### config.mk
export PLATFORM = sky130hd
export DESIGN_NAME = sonic_dma_irq_scheduler_flat
export DESIGN_NICKNAME = d
export VERILOG_FILES = /design/src/rtl/sonic_dma_irq_scheduler_if.sv /design/src/rtl/sonic_dma_irq_scheduler.sv /design/src/flat_wrapper.sv
export SDC_FILE = /design/constraint.sdc
export NUM_CORES = 1
export LEC_CHECK = 0
export CORE_ASPECT_RATIO = 0.7
export CORE_MARGIN = 2
export CORE_UTILIZATION = 50
export CTS_CLUSTER_SIZE = 40
export DETAILED_ROUTE_END_ITERATION = 10
export PLACE_DENSITY_LB_ADDON = 0.2
export SYNTH_ARGS = -nofsm -noshare
export SYNTH_HDL_FRONTEND = slang
export SYNTH_SLANG_ARGS = --single-unit
### constraint.sdc
create_clock -name clk_in -period 2.51 [get_ports clk_in]
set_input_delay 0.6275 -clock clk_in [delete_from_list [all_inputs] [get_ports clk_in]]
set_output_delay 0.6275 -clock clk_in [all_outputs]
set_load 0.03 [all_outputs]
### src/rtl/sonic_dma_irq_scheduler_if.sv
// Host/DMA-side signal bundle for the SoNIC DMA IRQ scheduler.
// master: the side that drives pointers, config and ack (host CSR / DMA engine).
// slave : the scheduler itself.
interface sonic_dma_irq_scheduler_if #(
  parameter int PTR_W = 13
);
  logic             enable;
  logic [PTR_W-1:0] wp;
  logic [PTR_W-1:0] rp;
  logic [PTR_W-1:0] cfg_thresh;
  logic             irq_ack;
  logic             irq;
  logic [31:0]      data_available;
  logic [31:0]      irq_count;
  logic             range_err;

  modport master (
    output enable, wp, rp, cfg_thresh, irq_ack,
    input  irq, data_available, irq_count, range_err
  );

  modport slave (
    input  enable, wp, rp, cfg_thresh, irq_ack,
    output irq, data_available, irq_count, range_err
  );
endinterface

### src/rtl/sonic_dma_irq_scheduler.sv
// Interrupt-moderation controller for the SoNIC chaining-DMA ring.
// Registers ring occupancy from wp/rp, raises a level IRQ on occupancy
// threshold or coalescing timeout, and enforces a hold-off after each ack.
module sonic_dma_irq_scheduler #(
  parameter int PTR_W       = 13,
  parameter int RING_SIZE   = 8000,
  parameter int TIMEOUT_CYC = 1000,
  parameter int HOLDOFF_CYC = 64
) (
  input  logic                  clk_in,
  input  logic                  rst,
  sonic_dma_irq_scheduler_if.slave bus
);

  localparam int TMR_W  = $clog2(TIMEOUT_CYC + 1);
  localparam int HOLD_W = $clog2(HOLDOFF_CYC + 1);

  localparam logic [PTR_W:0]  RING         = RING_SIZE[PTR_W:0];
  localparam logic [TMR_W-1:0]  TMR_LAST   = TMR_W'(TIMEOUT_CYC - 1);
  localparam logic [HOLD_W-1:0] HOLD_LAST  = HOLD_W'(HOLDOFF_CYC - 1);

  typedef enum logic [1:0] {
    IDLE    = 2'd0,
    COLLECT = 2'd1,
    FIRE    = 2'd2,
    HOLDOFF = 2'd3
  } state_t;

  state_t            state_q, state_d;
  logic [PTR_W:0]    occ_q, occ_d;
  logic              range_err_q, range_err_d;
  logic [TMR_W-1:0]  tmr_q, tmr_d;
  logic [HOLD_W-1:0] hold_q, hold_d;
  logic [31:0]       irq_count_q, irq_count_d;
  logic              irq_q, irq_d;

  logic [PTR_W:0] wp_x, rp_x, occ_calc, thr_eff;
  logic           ptr_bad;

  // Occupancy and range check; an out-of-range pointer freezes occupancy.
  always_comb begin
    wp_x        = {1'b0, bus.wp};
    rp_x        = {1'b0, bus.rp};
    ptr_bad     = (wp_x >= RING) || (rp_x >= RING);
    occ_calc    = (wp_x >= rp_x) ? (wp_x - rp_x) : (wp_x + RING - rp_x);
    occ_d       = ptr_bad ? occ_q : occ_calc;
    range_err_d = range_err_q | ptr_bad;
    thr_eff     = (bus.cfg_thresh == '0) ? {{PTR_W{1'b0}}, 1'b1}
                                         : {1'b0, bus.cfg_thresh};
  end

  // Next-state, timers and IRQ counter; !enable wins over everything.
  always_comb begin
    state_d     = state_q;
    tmr_d       = tmr_q;
    hold_d      = hold_q;
    irq_count_d = irq_count_q;
    unique case (state_q)
      IDLE: begin
        if (bus.enable && occ_q != '0) begin
          state_d = COLLECT;
          tmr_d   = '0;
        end
      end
      COLLECT: begin
        tmr_d = tmr_q + 1'b1;
        if (!bus.enable || occ_q == '0) begin
          state_d = IDLE;
        end else if (occ_q >= thr_eff || tmr_q == TMR_LAST) begin
          state_d     = FIRE;
          irq_count_d = irq_count_q + 32'd1;
        end
      end
      FIRE: begin
        if (!bus.enable) begin
          state_d = IDLE;
        end else if (bus.irq_ack) begin
          state_d = HOLDOFF;
          hold_d  = '0;
        end
      end
      HOLDOFF: begin
        hold_d = hold_q + 1'b1;
        if (!bus.enable || hold_q == HOLD_LAST) begin
          state_d = IDLE;
        end
      end
      default: state_d = IDLE;
    endcase
    // irq is a flop mirroring FIRE so the output never glitches on decode
    irq_d = (state_d == FIRE);
  end

  // State and datapath registers with asynchronous reset.
  always_ff @(posedge clk_in or posedge rst) begin
    if (rst) begin
      state_q     <= IDLE;
      occ_q       <= '0;
      range_err_q <= 1'b0;
      tmr_q       <= '0;
      hold_q      <= '0;
      irq_count_q <= '0;
      irq_q       <= 1'b0;
    end else begin
      state_q     <= state_d;
      occ_q       <= occ_d;
      range_err_q <= range_err_d;
      tmr_q       <= tmr_d;
      hold_q      <= hold_d;
      irq_count_q <= irq_count_d;
      irq_q       <= irq_d;
    end
  end

  assign bus.irq            = irq_q;
  assign bus.data_available = 32'(occ_q);
  assign bus.irq_count      = irq_count_q;
  assign bus.range_err      = range_err_q;

endmodule

### src/flat_wrapper.sv
// flat-port wrapper written by rule: the top's interface ports become plain ports
module sonic_dma_irq_scheduler_flat 
#(
  parameter int PTR_W       = 13,
  parameter int RING_SIZE   = 8000,
  parameter int TIMEOUT_CYC = 1000,
  parameter int HOLDOFF_CYC = 64
)
  (clk_in, rst, bus_enable, bus_wp, bus_rp, bus_cfg_thresh, bus_irq_ack, bus_irq, bus_data_available, bus_irq_count, bus_range_err);
  sonic_dma_irq_scheduler_if #(.PTR_W(PTR_W)) bus_i ();
  input  logic clk_in;
  input  logic rst;
  input wire logic [$bits(bus_i.enable)-1:0] bus_enable;
  input wire logic [$bits(bus_i.wp)-1:0] bus_wp;
  input wire logic [$bits(bus_i.rp)-1:0] bus_rp;
  input wire logic [$bits(bus_i.cfg_thresh)-1:0] bus_cfg_thresh;
  input wire logic [$bits(bus_i.irq_ack)-1:0] bus_irq_ack;
  output wire logic [$bits(bus_i.irq)-1:0] bus_irq;
  output wire logic [$bits(bus_i.data_available)-1:0] bus_data_available;
  output wire logic [$bits(bus_i.irq_count)-1:0] bus_irq_count;
  output wire logic [$bits(bus_i.range_err)-1:0] bus_range_err;
  assign bus_i.enable = bus_enable;
  assign bus_i.wp = bus_wp;
  assign bus_i.rp = bus_rp;
  assign bus_i.cfg_thresh = bus_cfg_thresh;
  assign bus_i.irq_ack = bus_irq_ack;
  assign bus_irq = bus_i.irq;
  assign bus_data_available = bus_i.data_available;
  assign bus_irq_count = bus_i.irq_count;
  assign bus_range_err = bus_i.range_err;
  sonic_dma_irq_scheduler #(.PTR_W(PTR_W), .RING_SIZE(RING_SIZE), .TIMEOUT_CYC(TIMEOUT_CYC), .HOLDOFF_CYC(HOLDOFF_CYC)) u_core (.clk_in(clk_in), .rst(rst), .bus(bus_i));
endmodule
Wires at chosen ports, followed through buffers:
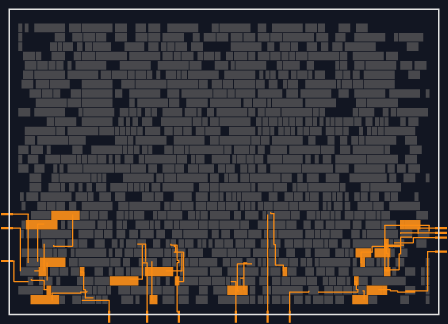
| color | port | bits | direction | edge | end cells | buffers | wire |
|---|---|---|---|---|---|---|---|
| orange | `bus_rp` | 13 | input | 6 bottom, 4 right, 3 left | 25 | 20 | 478 µm |
PortBufs: 90
Ports: 109

Signal wires on met3:
Scale bar: 20 µm.
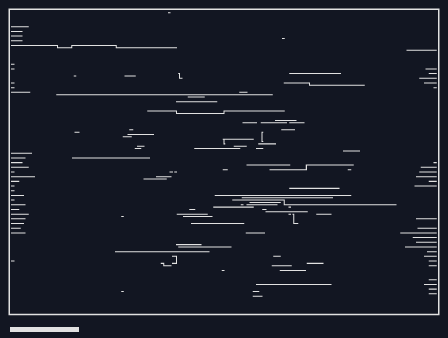
main direction: horizontal
nets with wire on the layer: 108
longest straight run: 62.6 µm
share of all routed wire: 5.5%
wire length on this layer: 881 µm
total wire length: 16.2 mm
DR vias: 5085
M3 GR Usage: 5.56%

Placed cells, one color a class:
Fill, decap, tap and diode cells in gray.
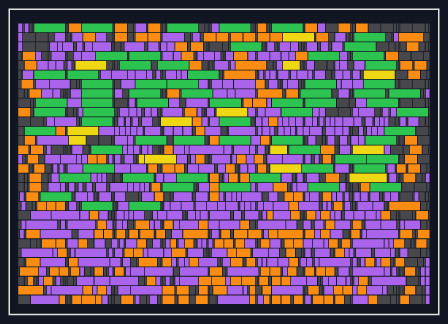
| color | class | cells | share of their area |
|---|---|---|---|
| orange | other buffers and delay cells | 221 | 26% |
| yellow | clock drivers and dummy loads | 14 | 3.9% |
| purple | all other logic | 487 | 49% |
| green | flops | 67 | 22% |
final core utilization: 81.4%
# rows: 30
design area: 7940 µm²
Core Footprint: 9760 µm²
flop share of the area: 21.1%

==> results.json <==
{
  "hold_slack_ps": 469,
  "path_max_fanout": 8,
  "seq_area_um2": 1680,
  "leakage_uw": 0.00371,
  "m1WireLength_mm": 7.32,
  "reg2reg_depth": 8,
  "outcome": "finished with violations",
  "cts_resized": 167,
  "p_seq_share_pct": 28.9,
  "whs_path_depth": 1,
  "nNetsFinal": 884,
  "antenna_cells": 0,
  "cts.path.max_buffers": 2,
  "cpPeakStageDelay_ps": 540,
  "grt_max_degree": 68,
  "netlist_logic_family_top": "simple AND/OR/NAND/NOR gates",
  "cts.htree.levels": 3,
  "die_w_um": 124,
  "period_needed_ps": 2770,
  "grt_pass1_vias": 5081,
  "p_comb_uw": 2400,
  "fin_skew_ps": 9.45,
  "r2r_slack_ps": -40,
  "hold_start": "u_core.bus.irq_count[31]",
  "holdBufCountCts": 0,
  "numCtsBuffers": 9,
  "drc": 0,
  "crit_type": "input pin to flip-flop",
  "ys_warn_count": 0,
  "drtIter0Drc": 443,
  "antenna_found_initial": 0,
  "num-multi-input-gates": 423,
  "yosys.area.top_type_share_pct": 33.1,
  "p_clk_uw": 1280,
  "dp_cells": 869,
  "simple_gate_area_share_pct": 18.3,
  "min_to": "u_core.bus.irq_count[31]",
  "mostFrequentLayoutCells": "115 x buf_4, 67 x dfrtp_1, 54 x clkdlybuf4s50_1",
  "synth.area.mux_share_pct": 2.84,
  "ir_drop_mv": 0.427,
  "yosysChipArea_um2": 5060,
  "setup_viol": 46,
  "relSlewSlack_pct": 54.4,
  "drive_above_1_share_pct": 32.7,
  "cts_tree": "done",
  "cap_violations": 0,
  "clkCellAreaFrac_pct": 3.80,
  "pwr-share-clk_pct": 24.7,
  "power.net_switching_uw": 1940,
  "timing.rr.end": "u_core.bus.irq_count[1]",
  "synth_area_per_cell_um2": 8.94,
  "comb_area_um2": 3540,
  "synth.cellmix.compoundShare_pct": 13.2,
  "warnings": 42,
  "worstReg2RegStart": "u_core.occ_q[7]",
  "ant_nets": 0,
  "ys_types": 57,
  "tns_ps": -7490,
  "comb_power_share_pct": 46.3,
  "fp_util_pct": 51.8,
  "ys_seq_share_pct": 33.1,
  "area_leaders": "dfrtp_1 33%, ha_1 12%, xnor2_1 6.8%",
  "edf_count": 0,
  "fin_ws_ps": -257,
  "crit_family": "simple AND/OR/NAND/NOR gates",
  "crit_end": "u_core.bus.irq_count[1]",
  "gr-total-overflow": 0,
  "inverters": 64,
  "path_cells": "buf_6 > inv_4 > buf_4 > buf_4 > ha_1 > a21oi_1 > nor4_1 > or4_1 > a41oi_4 > a21oi_4 > buf_12 > mux2_4",
  "most_common_cell": "dfrtp_1",
  "largest_reg_flops": 32,
  "buffers": 221,
  "gr-usage-met1_pct": 38.9,
  "dieArea_um2": 11000,
  "buf_share_pct": 25.1,
  "async_flop_share_pct": 100,
  "pg_seq_uw": 1500,
  "synth_flops": 67,
  "hold_path.class": "flip-flop to flip-flop",
  "path_depth": 12,
  "yosysCellCount": 566,
  "syn_to_final_growth_pct": 57.0,
  "clock_latency_ps": 340,
  "firstDrtPassIters": 5,
  "cpMostUsedCell": "buf_4",
  "wl_per_cell_um": 17.6,
  "ys_sh_xor_pct": 9.35,
  "rsz0062_at_grt": "yes",
  "switching_share_pct": 37.5,
  "wl_met3_um": 880,
  "hold_violations": 0,
  "finalMaxSlewViolations": 0,
  "n_clock_buffer": 12,
  "max_freq_ghz": 0.361,
  "cp.required_ps": 2730,
  "violations": "setup timing",
  "critPathBufInv": 5,
  "p_int_uw": 3240,
  "ys.flop_type": "dfrtp_1",
  "grt.busiest_layer": "met2",
  "via_per_inst": 5.55,
  "tightestPinTransition_ps": 677,
  "dr_wl_met2_mm": 7.60,
  "worstSetupEndpointType": "flip-flop",
  "synth_area_um2": 5060,
  "finalClockPeriodUsage_pct": 110,
  "dieHeight_um": 88.2,
  "placed_area_um2": 6890,
  "top_area_cell": "dfrtp_1",
  "top_cells_by_count": "67 x dfrtp_1, 64 x inv_1, 47 x ha_1",
  "startpoint": "bus_cfg_thresh[7]",
  "grt_pass1_wl_mm": 25.2,
  "routabilityCongestion": 0.942,
  "report.power.total_uw": 5180,
  "layout_top_cell": "buf_4",
  "cts_root_buf": "clkbuf_16",
  "synthCells": 566,
  "highest_layer": "met4"
}
Metal 2:
Cells faint in the background.
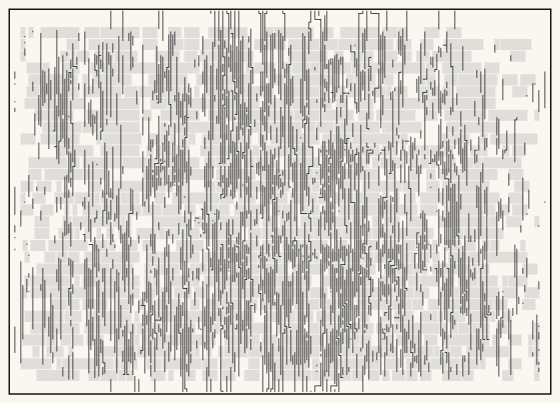
longest straight run: 33.3 µm
nets with wire on the layer: 786
main direction: vertical
wire length on this layer: 7600 µm
Global Route met2 Usage: 48.0%

Placement view:
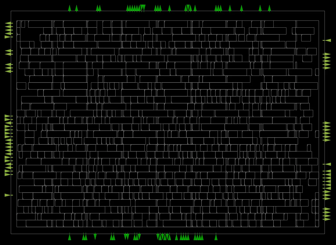
# Taps: 128
Flop Count: 67
Finished Layout Cells: 917
Fillers: 614

Power and IR drop assume default switching activity.
